--- config.mk ---
export PLATFORM = sky130hd
export DESIGN_NAME = core_ctrl
export DESIGN_NICKNAME = d
export VERILOG_FILES = /design/src/rtl/core_ctrl.sv
export SDC_FILE = /design/constraint.sdc
export NUM_CORES = 1
export LEC_CHECK = 0
export ABC_AREA = 1
export CORE_AREA = 2 2 78 80
export DETAILED_ROUTE_END_ITERATION = 6
export DIE_AREA = 0 0 80 82
export GPL_TIMING_DRIVEN = 0
export PLACE_DENSITY = 0.57
export SYNTH_ARGS = -nofsm -noshare
export SYNTH_HDL_FRONTEND = slang
export SYNTH_SLANG_ARGS = --single-unit
--- constraint.sdc ---
create_clock -name clk -period 2.6 [get_ports clk]
set_input_delay 0.52 -clock clk [delete_from_list [all_inputs] [get_ports clk]]
set_output_delay 0.52 -clock clk [all_outputs]
set_load 0.01 [all_outputs]
--- src/rtl/core_ctrl.sv ---
// rtl/core_ctrl.sv - job sequencer issuing core instruction words for kernel load, execute, drain and normalization
//
// Purpose: walks one full job (kernel load, optional idle gap, query execution,
// output-FIFO drain into psum memory, optional accumulate/divide normalization)
// and presents one registered instruction word per cycle.
//
// Ports:
//   clk          rising-edge clock
//   reset        asynchronous active-high reset, clears all state and outputs
//   start        job request, honoured only in IDLE
//   norm_en      normalization enable, latched together with start
//   ofifo_valid  output FIFO holds at least one complete row
//   inst[16:0]   {ofifo_rd, qkmem_add[3:0], pmem_add[3:0], execute, kload,
//                 qmem_rd, qmem_wr, kmem_rd, kmem_wr, pmem_rd, pmem_wr}
//   acc          SFP accumulate strobe
//   div          SFP divide strobe
//   wr_norm      selects SFP output as psum write data
//   busy         job in progress (not IDLE, not DONE)
//   done         one-cycle job-complete pulse
module core_ctrl #(
    parameter int col = 8,
    parameter int nq  = 8,
    parameter int gap = 4
) (
    input  logic        clk,
    input  logic        reset,
    input  logic        start,
    input  logic        norm_en,
    input  logic        ofifo_valid,
    output logic [16:0] inst,
    output logic        acc,
    output logic        div,
    output logic        wr_norm,
    output logic        busy,
    output logic        done
);

    typedef enum logic [2:0] {
        S_IDLE, S_KLOAD, S_KWAIT, S_EXEC, S_DRAIN, S_NACC, S_NDIV, S_DONE
    } state_t;

    // Drain phases: wait for FIFO, read FIFO, write psum row.
    // Divide phases reuse the same encoding: read, divide, write.
    localparam logic [1:0] PH_0 = 2'd0;
    localparam logic [1:0] PH_1 = 2'd1;
    localparam logic [1:0] PH_2 = 2'd2;

    localparam logic [4:0] COL_C    = 5'(col);
    localparam logic [4:0] NQ_C     = 5'(nq);
    localparam logic [3:0] NQ_LAST  = 4'(nq - 1);
    localparam logic [4:0] GAP_LAST = 5'((gap > 0) ? gap - 1 : 0);

    state_t      state_q, state_d;
    logic [4:0]  cnt_q, cnt_d;
    logic [3:0]  row_q, row_d;
    logic [1:0]  phase_q, phase_d;
    logic        norm_q, norm_d;

    logic [16:0] inst_q, inst_d;
    logic        acc_q, acc_d;
    logic        div_q, div_d;
    logic        wr_norm_q, wr_norm_d;
    logic        busy_q, busy_d;
    logic        done_q, done_d;

    always_ff @(posedge clk or posedge reset) begin
        if (reset) begin
            state_q   <= S_IDLE;
            cnt_q     <= '0;
            row_q     <= '0;
            phase_q   <= PH_0;
            norm_q    <= 1'b0;
            inst_q    <= '0;
            acc_q     <= 1'b0;
            div_q     <= 1'b0;
            wr_norm_q <= 1'b0;
            busy_q    <= 1'b0;
            done_q    <= 1'b0;
        end else begin
            state_q   <= state_d;
            cnt_q     <= cnt_d;
            row_q     <= row_d;
            phase_q   <= phase_d;
            norm_q    <= norm_d;
            inst_q    <= inst_d;
            acc_q     <= acc_d;
            div_q     <= div_d;
            wr_norm_q <= wr_norm_d;
            busy_q    <= busy_d;
            done_q    <= done_d;
        end
    end

    // Next-state logic: state/cnt/row/phase describe the cycle being entered.
    always_comb begin
        state_d = state_q;
        cnt_d   = cnt_q;
        row_d   = row_q;
        phase_d = phase_q;
        norm_d  = norm_q;
        case (state_q)
            S_IDLE: begin
                if (start) begin
                    state_d = S_KLOAD;
                    cnt_d   = '0;
                    norm_d  = norm_en;
                end
            end
            S_KLOAD: begin
                if (cnt_q == COL_C) begin
                    state_d = (gap == 0) ? S_EXEC : S_KWAIT;
                    cnt_d   = '0;
                end else begin
                    cnt_d = cnt_q + 5'd1;
                end
            end
            S_KWAIT: begin
                if (cnt_q == GAP_LAST) begin
                    state_d = S_EXEC;
                    cnt_d   = '0;
                end else begin
                    cnt_d = cnt_q + 5'd1;
                end
            end
            S_EXEC: begin
                if (cnt_q == NQ_C) begin
                    state_d = S_DRAIN;
                    row_d   = '0;
                    phase_d = ofifo_valid ? PH_1 : PH_0;
                end else begin
                    cnt_d = cnt_q + 5'd1;
                end
            end
            S_DRAIN: begin
                case (phase_q)
                    PH_0:    if (ofifo_valid) phase_d = PH_1;
                    PH_1:    phase_d = PH_2;
                    default: begin
                        if (row_q == NQ_LAST) begin
                            state_d = norm_q ? S_NACC : S_DONE;
                            cnt_d   = '0;
                            phase_d = PH_0;
                        end else begin
                            row_d   = row_q + 4'd1;
                            phase_d = ofifo_valid ? PH_1 : PH_0;
                        end
                    end
                endcase
            end
            S_NACC: begin
                if (cnt_q == NQ_C) begin
                    state_d = S_NDIV;
                    row_d   = '0;
                    phase_d = PH_0;
                end else begin
                    cnt_d = cnt_q + 5'd1;
                end
            end
            S_NDIV: begin
                case (phase_q)
                    PH_0:    phase_d = PH_1;
                    PH_1:    phase_d = PH_2;
                    default: begin
                        phase_d = PH_0;
                        if (row_q == NQ_LAST) begin
                            state_d = S_DONE;
                        end else begin
                            row_d = row_q + 4'd1;
                        end
                    end
                endcase
            end
            default: begin
                state_d = S_IDLE;
                cnt_d   = '0;
                row_d   = '0;
                phase_d = PH_0;
            end
        endcase
    end

    // Output decode from the next state so every output is a plain register.
    always_comb begin
        inst_d    = '0;
        acc_d     = 1'b0;
        div_d     = 1'b0;
        wr_norm_d = 1'b0;
        done_d    = 1'b0;
        busy_d    = (state_d != S_IDLE) && (state_d != S_DONE);
        case (state_d)
            S_KLOAD: begin
                if (cnt_d < COL_C) begin
                    inst_d[3]     = 1'b1;
                    inst_d[15:12] = cnt_d[3:0];
                end
                // Kernel data arrives one cycle after its read.
                inst_d[6] = (cnt_d != 5'd0);
            end
            S_EXEC: begin
                if (cnt_d < NQ_C) begin
                    inst_d[5]     = 1'b1;
                    inst_d[15:12] = cnt_d[3:0];
                end
                inst_d[7] = (cnt_d != 5'd0);
            end
            S_DRAIN: begin
                if (phase_d == PH_1) begin
                    inst_d[16] = 1'b1;
                end else if (phase_d == PH_2) begin
                    inst_d[0]    = 1'b1;
                    inst_d[11:8] = row_d;
                end
            end
            S_NACC: begin
                if (cnt_d < NQ_C) begin
                    inst_d[1]    = 1'b1;
                    inst_d[11:8] = cnt_d[3:0];
                end
                acc_d = (cnt_d != 5'd0);
            end
            S_NDIV: begin
                inst_d[11:8] = row_d;
                case (phase_d)
                    PH_0:    inst_d[1] = 1'b1;
                    PH_1:    div_d     = 1'b1;
                    default: begin
                        inst_d[0] = 1'b1;
                        wr_norm_d = 1'b1;
                    end
                endcase
            end
            S_DONE:  done_d = 1'b1;
            default: ;
        endcase
    end

    assign inst    = inst_q;
    assign acc     = acc_q;
    assign div     = div_q;
    assign wr_norm = wr_norm_q;
    assign busy    = busy_q;
    assign done    = done_q;

endmodule

==> results.tsv <==
metric	value	unit
diodes	0	
finalHoldViolCount	0	
nonClkBufAreaFrac	11.8	%
numClockSinks	35	
yosys-top-cells-area	dfrtp_1, nand2_1, inv_1	
dominant_cells	flip-flops and latches	
core-area	0.00575	sq mm
clockBufferDepth	2	
critPathKind	flop to flop	
max_stage_delay	0.42	ns
grt_max_degree	36	
cts_max_level	2	
cts_tree	built	
core.rowCount	28	
grt_overflow	0	
die_w	80	microns
ir_drop	0.426	mV
clk_pin_slew	0.07	ns
drc_errors	0	
crit_end	acc$_DFF_PP0_	
drtIter0Drc	57	
p_total	1.75	mW
leakagePower	1.16	nW
layout.nets	272	
grt_use_met2	20.5	%
holdPathEnd	div$_DFF_PP0_	
synth_adder_area_share	2.75	%
crit_buf_inv	2	
grt_util_met3	2.31	%
clock_area_share	3.79	%
period_used_share	81.7	%
grt_pass1_vias	1416	
worstPathCellList	inv_1, ha_1, nand4_1, ha_1, inv_1, nand3_1, nand2_1, nor2_1, nand2_2, nor2_1, nand2_1, nor2_2, nor2_1	
met2RoutedLength	1810	microns
syn_area_per_cell	7.90	sq um
critPathTopFamily	simple AND/OR/NAND/NOR gates	
highest_layer	met4	
cp_max_fo	5	
io_pins	27	
routedWlPerCell	11.2	microns
ys_top_cells_by_count	nand2_1, dfrtp_1, inv_1	
r2r-start	cnt_q[0]$_DFF_PP0_	
syn_area	0.00182	sq mm
seq_area	876	sq um
synthMostInstantiatedCell	nand2_1	
port-buffer-count	24	
cts-root-buf	clkbuf_8	
seq_share	39.0	%
vias_per_cell	4.42	
final_core_util	39.1	%
dpl.hpwl	2840	microns
yosys_cells	230	
period_minus_slack	2.12	ns
dr_wl_met3	98	microns
chipArea	0.00656	sq mm
gp_congestion	0.885	
arrival	2.31	ns
yosys_area	0.00182	sq mm
compound_area_share	6.26	%
startpoint	cnt_q[0]$_DFF_PP0_	
warnings	27	
nClkBuffers	6	
top_cell_area_share	48.2	%
drive_gt1_share	11.7	%
r2r_slack	0.48	ns
status	finished, final reports clean	
drt-total-wl	3810	microns
slew_headroom	51.4	%
drtAntennaViolNets	0	
synthCells	230	
tap_cells	75	
inverters	33	
r2r_cells	13	
ff_type	dfrtp_1	
cp_slowest_cell	dfrtp_1	
hp-start	phase_q[0]$_DFF_PP0_	
maxSlewViolCount	0	
seq_area_frac_synth	48.2	%
numSynthFlops	35	
hold_slack	0.442	ns
worstPathRequired	2.78	ns
fmax	0.471	GHz
fp-utilization	31.6	%
edf_count	0	
dp_slack	0.422	ns
grt.total_usage	12.8	%
cts_resized	0	
place_area	0.00216	sq mm
worstMarginPinSlew	0.728	ns
ys_warn_count	0	
final_layout_top_logic_cell	nand2_1	
logic_area	801	sq um
use_met1	16.9	%
yosysTopAreaCell	dfrtp_1	
multi_input_comb_cells	160	
fin_worst_skew	0.00629	ns
lay_top_cells	nand2_1, dfrtp_1, inv_1, nor2_1, clkdlybuf4s50_1	
crit_cells	13	
grt_pass1_wl	6430	microns
fin_cells	339	
antenna_found_initial	0	
via_count	1500	
critical_path.most_common_cell	nor2_1	
-- power breakdown --
| group | switching, mW | internal (mW) |
|---|---|---|
| combinational | 0.416 | 0.249 |
| clock | 0.200 | 0.187 |
| sequential | 0.0573 | 0.640 |
| total | 0.674 | 1.08 |
-- worst register-to-register path: cells and delay by family, from the launching register on --
family,cells,cell delay [ns]
AND/OR/NAND/NOR,9,0.91
adder cells (fa/ha/maj),2,0.54
flip-flops,1,0.42
buffers and inverters,2,0.13
-- sequential cells by signal, indices dropped and copies added, names as in the netlist --
register	count
acc	1
busy	1
cnt_q	5
div	1
done	1
inst	15
norm_q	1
phase_q	2
row_q	4
state_q	3
wr_norm	1
**The clock network**

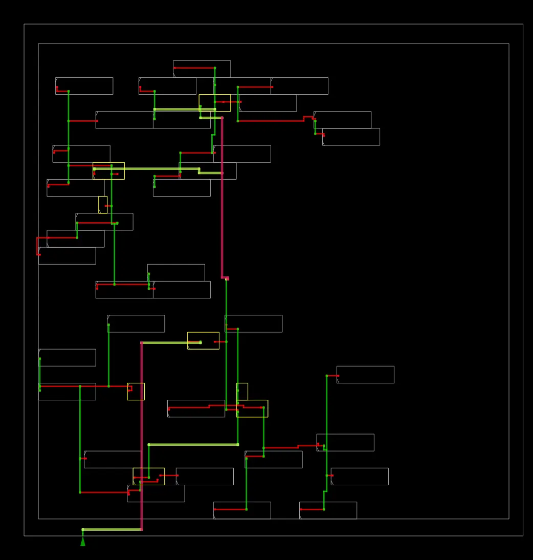
latest clock arrival within the worst-skew pair: 0.29 ns
TritonCTS Buffers: 5
sequential cells: 35
Clk. pwr: 387 uW

**Cell sizes after repair**

Scale bar: 20 microns.
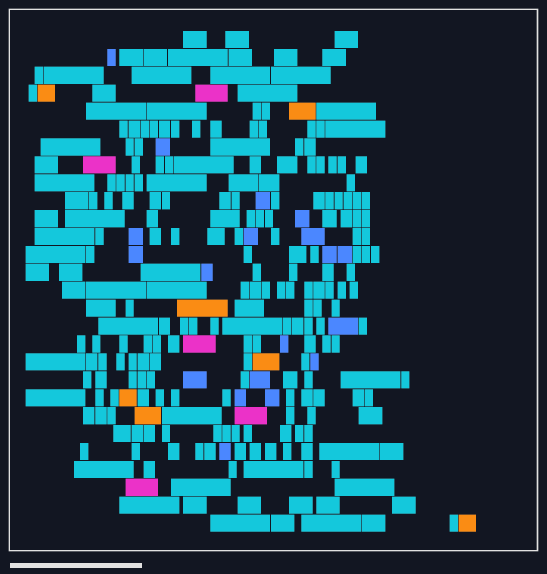
[orange] drive 3 to 4 | cells: 7
[cyan] drive 1 or less | cells: 233
[blue] drive 2 | cells: 19
[magenta] drive 6 and up | cells: 5
final worst slack: 0.475 ns
area delta synth->final: 23.5%
fin area: 0.00224 sq mm
number of non-clock buffers: 28

Power and IR drop assume default switching activity.
